File: config.mk
export PLATFORM = sky130hd
export DESIGN_NAME = instruction_fetch_buffer
export DESIGN_NICKNAME = d
export VERILOG_FILES = /design/src/rtl/instruction_fetch_buffer.sv
export SDC_FILE = /design/constraint.sdc
export NUM_CORES = 1
export LEC_CHECK = 0
export CAP_MARGIN = 40
export CORE_MARGIN = 1.5
export CORE_UTILIZATION = 30
export CTS_CLUSTER_SIZE = 24
export DETAILED_ROUTE_END_ITERATION = 6
export GPL_TIMING_DRIVEN = 0
export PLACE_DENSITY = 0.56
export SLEW_MARGIN = 40
export SYNTH_ARGS = -nofsm -noshare
export SYNTH_HDL_FRONTEND = slang
export SYNTH_SLANG_ARGS = --single-unit
File: constraint.sdc
create_clock -name clk -period 7.35 [get_ports clk]
set_input_delay 1.47 -clock clk [delete_from_list [all_inputs] [get_ports clk]]
set_output_delay 1.47 -clock clk [all_outputs]
set_load 0.005 [all_outputs]
File: src/rtl/instruction_fetch_buffer.sv
// -----------------------------------------------------------------------------
// instruction_fetch_buffer
//
// Fetch-side initiator for the instruction memory read port. Drives the fetch
// address, takes the combinational 32-bit window returned for it, extracts one
// 16- or 32-bit instruction per cycle and queues it with its PC for decode
// behind a valid/ready handshake.
//
// Parameters
//   XLEN          address / PC width (32 or 64)
//   RESET_VECTOR  fetch PC loaded on reset
//   FIFO_DEPTH    queue entries, power of two, >= 2
//   C_EXT         1: accept 16-bit compressed instructions, 0: 32-bit only
//
// Ports
//   clk             clock, all state updates on rising edge
//   reset           asynchronous, active-high reset
//   imem_addr       fetch byte address (= fetch PC)
//   imem_rdata      32-bit window read combinationally at imem_addr
//   redirect_valid  flush the queue and restart fetch at redirect_pc
//   redirect_pc     new fetch PC, bit 0 forced to zero
//   out_valid       queue head valid
//   out_ready       decode accepts head when out_valid & out_ready
//   out_instr       head instruction, compressed ones as {16'h0, half}
//   out_pc          PC of head instruction
//   out_compressed  head is a 16-bit instruction
//   out_misaligned  head is an instruction-address-misaligned marker
// -----------------------------------------------------------------------------
`ifndef XLEN
`define XLEN 32
`endif

module instruction_fetch_buffer #(
    parameter int unsigned     XLEN         = `XLEN,
    parameter logic [XLEN-1:0] RESET_VECTOR = '0,
    parameter int unsigned     FIFO_DEPTH   = 2,
    parameter bit              C_EXT        = 1'b1
) (
    input  logic            clk,
    input  logic            reset,
    output logic [XLEN-1:0] imem_addr,
    input  logic [31:0]     imem_rdata,
    input  logic            redirect_valid,
    input  logic [XLEN-1:0] redirect_pc,
    output logic            out_valid,
    input  logic            out_ready,
    output logic [31:0]     out_instr,
    output logic [XLEN-1:0] out_pc,
    output logic            out_compressed,
    output logic            out_misaligned
);

    localparam int unsigned PTR_W = $clog2(FIFO_DEPTH);
    localparam int unsigned CNT_W = PTR_W + 1;

    // Fetch either runs freely or is parked after emitting a misaligned marker.
    typedef enum logic {
        ST_RUN,
        ST_HALTED
    } fetch_state_t;

    fetch_state_t    state;
    logic [XLEN-1:0] fetch_pc;

    // Circular queue storage
    logic [31:0]     q_instr [FIFO_DEPTH];
    logic [XLEN-1:0] q_pc    [FIFO_DEPTH];
    logic            q_comp  [FIFO_DEPTH];
    logic            q_mis   [FIFO_DEPTH];
    logic [PTR_W-1:0] rd_ptr;
    logic [PTR_W-1:0] wr_ptr;
    logic [CNT_W-1:0] count;

    logic            pop;
    logic            is_full;
    logic            can_push;
    logic            misaligned_fetch;
    logic            is_compressed;
    logic [31:0]     push_instr;
    logic [XLEN-1:0] next_seq_pc;
    logic [XLEN-1:0] redirect_target;

    assign imem_addr = fetch_pc;

    // Head of the queue drives the decode side directly from registers.
    assign out_valid      = (count != '0);
    assign out_instr      = q_instr[rd_ptr];
    assign out_pc         = q_pc[rd_ptr];
    assign out_compressed = q_comp[rd_ptr];
    assign out_misaligned = q_mis[rd_ptr];

    always_comb begin
        pop              = out_valid & out_ready;
        is_full          = (count == CNT_W'(FIFO_DEPTH));
        // A pop in the same cycle frees the slot the push needs.
        can_push         = (state == ST_RUN) & (~is_full | pop);
        // Without compressed support a PC with bit 1 set cannot be fetched.
        misaligned_fetch = ~C_EXT & fetch_pc[1];
        is_compressed    = C_EXT & (imem_rdata[1:0] != 2'b11);
        push_instr       = '0;
        if (!misaligned_fetch) begin
            push_instr = is_compressed ? {16'h0000, imem_rdata[15:0]} : imem_rdata;
        end
        next_seq_pc      = fetch_pc + (is_compressed ? XLEN'(2) : XLEN'(4));
        redirect_target  = redirect_pc & ~XLEN'(1);
    end

    always_ff @(posedge clk or posedge reset) begin
        if (reset) begin
            state    <= ST_RUN;
            fetch_pc <= RESET_VECTOR;
            rd_ptr   <= '0;
            wr_ptr   <= '0;
            count    <= '0;
            for (int unsigned i = 0; i < FIFO_DEPTH; i++) begin
                q_instr[i] <= '0;
                q_pc[i]    <= '0;
                q_comp[i]  <= 1'b0;
                q_mis[i]   <= 1'b0;
            end
        end else if (redirect_valid) begin
            // Redirect wins: any push/pop of this cycle is dropped with the queue.
            state    <= ST_RUN;
            fetch_pc <= redirect_target;
            rd_ptr   <= '0;
            wr_ptr   <= '0;
            count    <= '0;
        end else begin
            if (pop) begin
                rd_ptr <= rd_ptr + PTR_W'(1);
            end
            if (can_push) begin
                q_instr[wr_ptr] <= push_instr;
                q_pc[wr_ptr]    <= fetch_pc;
                q_comp[wr_ptr]  <= ~misaligned_fetch & is_compressed;
                q_mis[wr_ptr]   <= misaligned_fetch;
                wr_ptr          <= wr_ptr + PTR_W'(1);
                if (misaligned_fetch) begin
                    // Marker is emitted once; PC holds until a redirect.
                    state <= ST_HALTED;
                end else begin
                    fetch_pc <= next_seq_pc;
                end
            end
            count <= count + CNT_W'(can_push) - CNT_W'(pop);
        end
    end

endmodule

### Clock wiring as the flow saved it, run 1

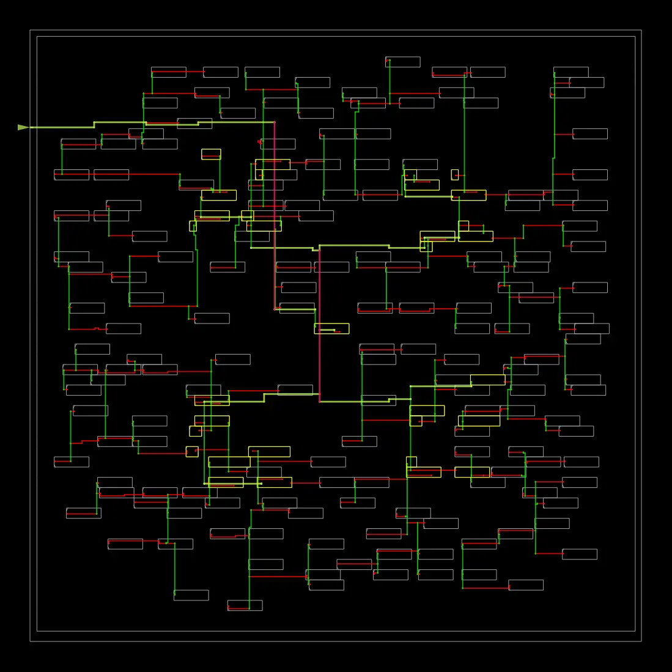
clk latency late pin: 0.43 ns
layout clock buffer count: 18

### Routed metal, one colour a layer, run 1

Drawn at 1.5 px/µm. Only two layers are drawn.
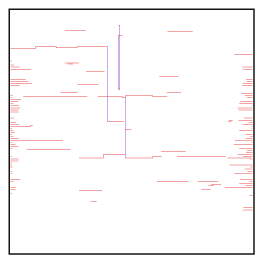
Purple shows metal 4, wire length 168 µm. Red shows metal 3, wire length 998 µm.
routed via count: 6138
routed wire length per instance: 16.4 µm
final wirelength: 22.2 mm
GRT Resource Usage Total: 0.176

==> Changelog: implementation, run 1 <==
## Flow update

- Status: completed
- Final hold slack: 0.470 ns
- Fin. Hold Viols: 0
- # clock sinks: 165
- Grt met2 use: 0.273
- Switching share of power: 0.313
- Number of port buffers: 162
- Logic power comb: 1.22 mW
- Post-CTS Setup Bufs: 0
- Top cells excl fill/tap: 359 x nand2_1, 165 x dfrtp_1, 162 x clkdlybuf4s50_1
- Final setup skew: 0.0161 ns
- Crit path largest cell delay: approximately 0.67 ns
- Global routing met1 resource utilization: 0.254
- Yosys stat area: 7600 µm²
- GRT overflow: 0
- Met1 wire length: about 11 mm
- Setup TNS: 0 ns
- Placer Congestion: 0.756
- Crit path launch: rd_ptr
- First-pass GRT wire length: 35.4 mm
- Comb power frac: 0.347
- CP dominant cell by count: clkbuf_1
- Min-Delay Path Depth: 2
- Max Slew Vio Count: 0
- Cycle use final: 0.592
- Pleak: 4.63 nW
- Total power: 3.50 mW
- Max Clk Rate: 230 MHz
- Final Net Count: 1086
- Commonest Layout Cell: nand2_1
- Clock power share: 0.267
- Crit. path cell count: 4
- Die Area: roughly 26000 µm²
- Worst Path Required: around 5.9 ns
- Pwr/cell area: 339 nW/µm²
- Setup WS pre-CTS: 2.52 ns
- Net Sw Power: 1.10 mW
- Max Buffers Root-to-Sink: 2
- Yosys cell count: 829
- Crit path launch type: flip-flop
- Library cells used by synthesis: 38
- Crit path buffers/inverters: 3
- Largest fanout on the critical path: 10
- Number of core rows: 58
- Setup CP Type: flip-flop to output port
- Top Consumer: sequential cells
- Seq cells post-synth: 165
- Top cells by count: 359 x nand2_1, 165 x dfrtp_1, 68 x o21ai_0
- Mean Syn Cell Area: 9.17 µm²
- Vias/cell: about 4.5
- Initial detailed-routing violation count: between 300 and 400
- Sequential power: 1.35 mW
- Uppermost routed layer: met4
- R2R Path Start: count[0]
- Cell Area, Synth: 7600 µm²
- EDFF count, synth: 0
- Most numerous cell in the Yosys netlist: nand2_1
- Top cells, area: dfrtp_1 54%, nand2_1 18%, mux2_2 9.8%
- CTS Buf Count: 17
- H-tree depth: 4
- Routed Antenna Nets: 0
- CTS resizes: 0
- Post-route cell area: roughly 10000 µm²
- Remaining DRCs: 0
- Int Pwr: 2.41 mW
- Layout cells sized above 1: 0.113
- Final Util: 0.413
- Asr flop ratio synth: 1.00
- Worst Tran Pin Value: 0.856 ns
- Worst relative slew slack: 0.425
- Sequential group share of total power: 0.386
- CP endpoint: out_pc[19]
- Worst Hold Class: flip-flop to flip-flop
- Slowest CP cell: clkbuf_1
- Routed wl met3: 997 µm
- FP Util: 0.304
- Cell count after synthesis: 829
- CTS clock-pin slew for the worst setup and hold paths: roughly 0.060 ns
- Dpl hpwl: 15.4 mm
- Final min period: approximately 4.4 ns
- Final WS setup: 3.00 ns
- Vias in the first global route: 6247
- Top FF cell, synth: dfrtp_1
- Layout Area Growth over Synthesis: 35.9%
- Worst vdd ir: 0.134 mV
- Hold_buf cts: 0
- GRT met3 Usage: 0.0347
- Placed Cells incl. Taps: 1326
- R2R cell count: 7
- # Max-Cap Violations: 0
- Count of tool warnings: 27
- Core box area: 25000 µm²
- Biggest register: q_instr
- Reg-to-reg slack, setup: 4.85 ns
- P_clk: 0.937 mW
- Initial antenna violation count: 0
- Ports: 167
- Die X-Extent: 162 µm
- Largest register FFs: 64
- Die Span Y: 162 µm
- Worst EP arrival: 2.88 ns
- # setup viols final: 0
### I/O pins on the die edge, run 1

Drawn at 2 px/µm. Pins as bars across the die edge, other pins in grey.
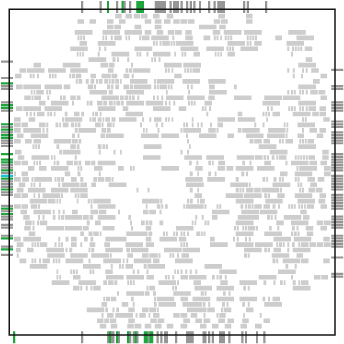
Green shows redirect_pc, pins 32, direction input, edge 17 left, 9 bottom, 6 top. Cyan shows out_valid, pins 1, direction output, edge left.
All pins by edge: 47 right, 46 left, 39 bottom, 35 top.

==> run 1: worst min-delay path: stages (launching register included) <==
cell     delay (ns)
dfrtp_1        0.34
nand2_1        0.05
nand2_1        0.05
==> run 1: cells by family after synthesis <==
group,Yosys count,share of synthesized area
DFF,165,0.543
buffers and inverters,60,0.0324
muxes,69,0.102
AOI/OAI and AO/OA,76,0.0519
and+or+nand+nor,425,0.231
xor gates and xnor gates,30,0.0346
other,1,0.000493
adders and majority gates,3,0.00494
==> run 1: final cells by class <==
type                    count  area (µm²)
clock inverters            14         173
flip-flops and latches    165        4130
plain buffers              53         220
fillers                  2511       14700
well taps                 330         413
multi-input cells         605        3230
inverters                   7        33.8
clock buffers              18         439
repair buffers            166        1690
### Selected gate families, run 1

Drawn at 2 px/µm.
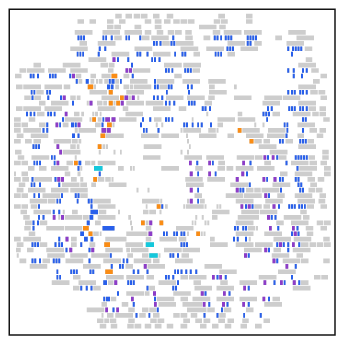

--- run 2 (diff from run 1) ---
==> constraint.sdc (replaced) <==
create_clock -name clk -period 4.12 [get_ports clk]
set_input_delay 0.824 -clock clk [delete_from_list [all_inputs] [get_ports clk]]
set_output_delay 0.824 -clock clk [all_outputs]
set_load 0.005 [all_outputs]
### Selected gate families, run 2

Drawn at 2 px/µm.
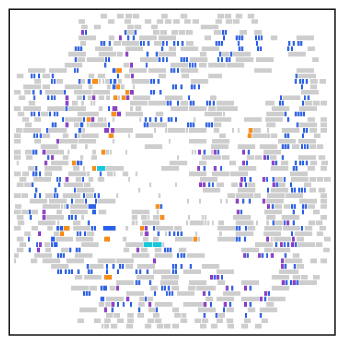
Orange shows AND and OR gates, cells 22. Blue shows NAND gates, cells 375, where spread over the die. Purple shows inverting AOI/OAI gates, cells 75, where spread over the die. Cyan shows adder and majority cells, cells 3.
Commonest Layout Cell: nand2_1
final non-filler cell total: 1362

==> Changelog: implementation, run 2 <==
## Flow update

- Status: completed
- CTS Buf Count: 17 (unchanged)
- EDFF count, synth: 0 (unchanged)
- Cycle use final: 0.907
- Final WS setup: 0.381 ns (-2.62 ns)
- Cell count after synthesis: 829 (unchanged)
- Library cells used by synthesis: 38 (unchanged)
- Layout cells sized above 1: 0.116 (+0.00344)
- FP Util: 0.304 (unchanged)
- Routed via count: 6174 (+0.59%)
- Die Area: 26300 µm² (unchanged)
- Mean Syn Cell Area: 9.17 µm² (unchanged)
- Post-route cell area: 10400 µm² (+1.1%)
- Crit path launch type: flip-flop
- Number of port buffers: 162 (unchanged)
- Die X-Extent: 162 µm (unchanged)
- Crit path launch: rd_ptr
- Number of core rows: 58 (unchanged)
- Crit. path cell count: 4 (unchanged)
- Biggest register: q_instr
- Dpl hpwl: 15.8 mm (+2.2%)
- Slowest CP cell: clkbuf_1
- Top FF cell, synth: dfrtp_1
- Comb area leader: simple AND/OR/NAND/NOR gates
- Crit path largest cell delay: 0.65 ns (-0.02 ns)
- Top cells by count: 359 x nand2_1, 165 x dfrtp_1, 68 x o21ai_0
- Final wirelength: 22.6 mm (+1.5%)
- Final Util: 0.417 (+0.00460)
- CTS resizes: 0 (unchanged)
- Register Area: 4130 µm² (unchanged)
- Initial antenna violation count: 0 (unchanged)
- R2R cell count: 7 (unchanged)
- Layout Area Growth over Synthesis: 37.4%
- Worst EP arrival: 2.91 ns (+0.03 ns)
- GRT Resource Usage Total: 0.180 (+0.00399)
- Crit path buffers/inverters: 3 (unchanged)
- Comb area: 3230 µm² (unchanged)
- GRT met3 Usage: 0.0424 (+0.00766)
- Largest fanout on the critical path: 10 (unchanged)
- Clk latency late pin: 0.44 ns (about the same)
- Global routing met1 resource utilization: 0.253 (about the same)
- Worst Hold Class: flip-flop to flip-flop
- Largest register FFs: 64 (unchanged)
- Routed wl met3: 917 µm (-8.0%)
- Asr flop ratio synth: 1.00 (unchanged)
- First-pass GRT wire length: 35.9 mm (+1.5%)
- Ports: 167 (unchanged)
- Setup TNS: 0 ns (unchanged)
- Vias/cell: 4.53 (+0.29%)
- Cell Area, Synth: 7600 µm² (unchanged)
- Reg-to-reg slack, setup: 1.56 ns (-3.29 ns)
- # clock sinks: 165 (unchanged)
- Pleak: 4.69 nW (+1.2%)
- Final hold slack: 0.468 ns (-0.00208 ns)
- Final Net Count: 1090 (+0.37%)
- Placed Cells incl. Taps: 1330 (+0.30%)
- Remaining DRCs: 0 (unchanged)
- Post-CTS Setup Bufs: 0 (unchanged)
- Yosys adder share: 0.00494 (unchanged)
- CP endpoint: out_pc[13]
- Final min period: 3.74 ns
- Placer Congestion: 0.782 (+3.5%)
- Top cells excl fill/tap: 359 x nand2_1, 165 x dfrtp_1, 162 x clkdlybuf4s50_1
- # Max-Cap Violations: 0 (unchanged)
- Hold_buf cts: 0 (unchanged)
- Count of tool warnings: 27 (unchanged)
- XOR-XNOR Cells, Area Fraction: 0.0346 (unchanged)
- Top cells, area: dfrtp_1 54%, nand2_1 18%, mux2_2 9.8%
- Routed wire length per instance: 16.6 µm (+1.2%)
- # fillers: 2501 (-0.40%)
-- run 2: cell counts after synthesis --
Identical to the previous run, type by type.
-- run 2: report_power, final --
| part | leakage, nW | switching [mW] | internal, mW |
|---|---|---|---|
| Combinational | 2.30 | 0.977 | 1.21 |
| Sequential | 2.08 | 0.297 | 2.12 |
| Clock | 0.303 | 0.685 | 0.959 |
| Total | 4.69 | 1.96 | 4.29 |
-- run 2: worst min-delay path: stages, from the launching register on --
cell and delay [ns]:
dfrtp_1 0.34, nand2_1 0.05, nand2_1 0.05
-- run 2: layout make-up --
class                           count  share of cell area
Sequential cell                   165               0.395
Multi-Input combinational cell    605               0.310
Timing Repair Buffer              170               0.174
Clock buffer                       21              0.0460
Tap cell                          330              0.0395
Buffer                             53              0.0211
Clock inverter                     11              0.0115
Inverter                            7             0.00287
Power is estimated from default activity; no workload was simulated.
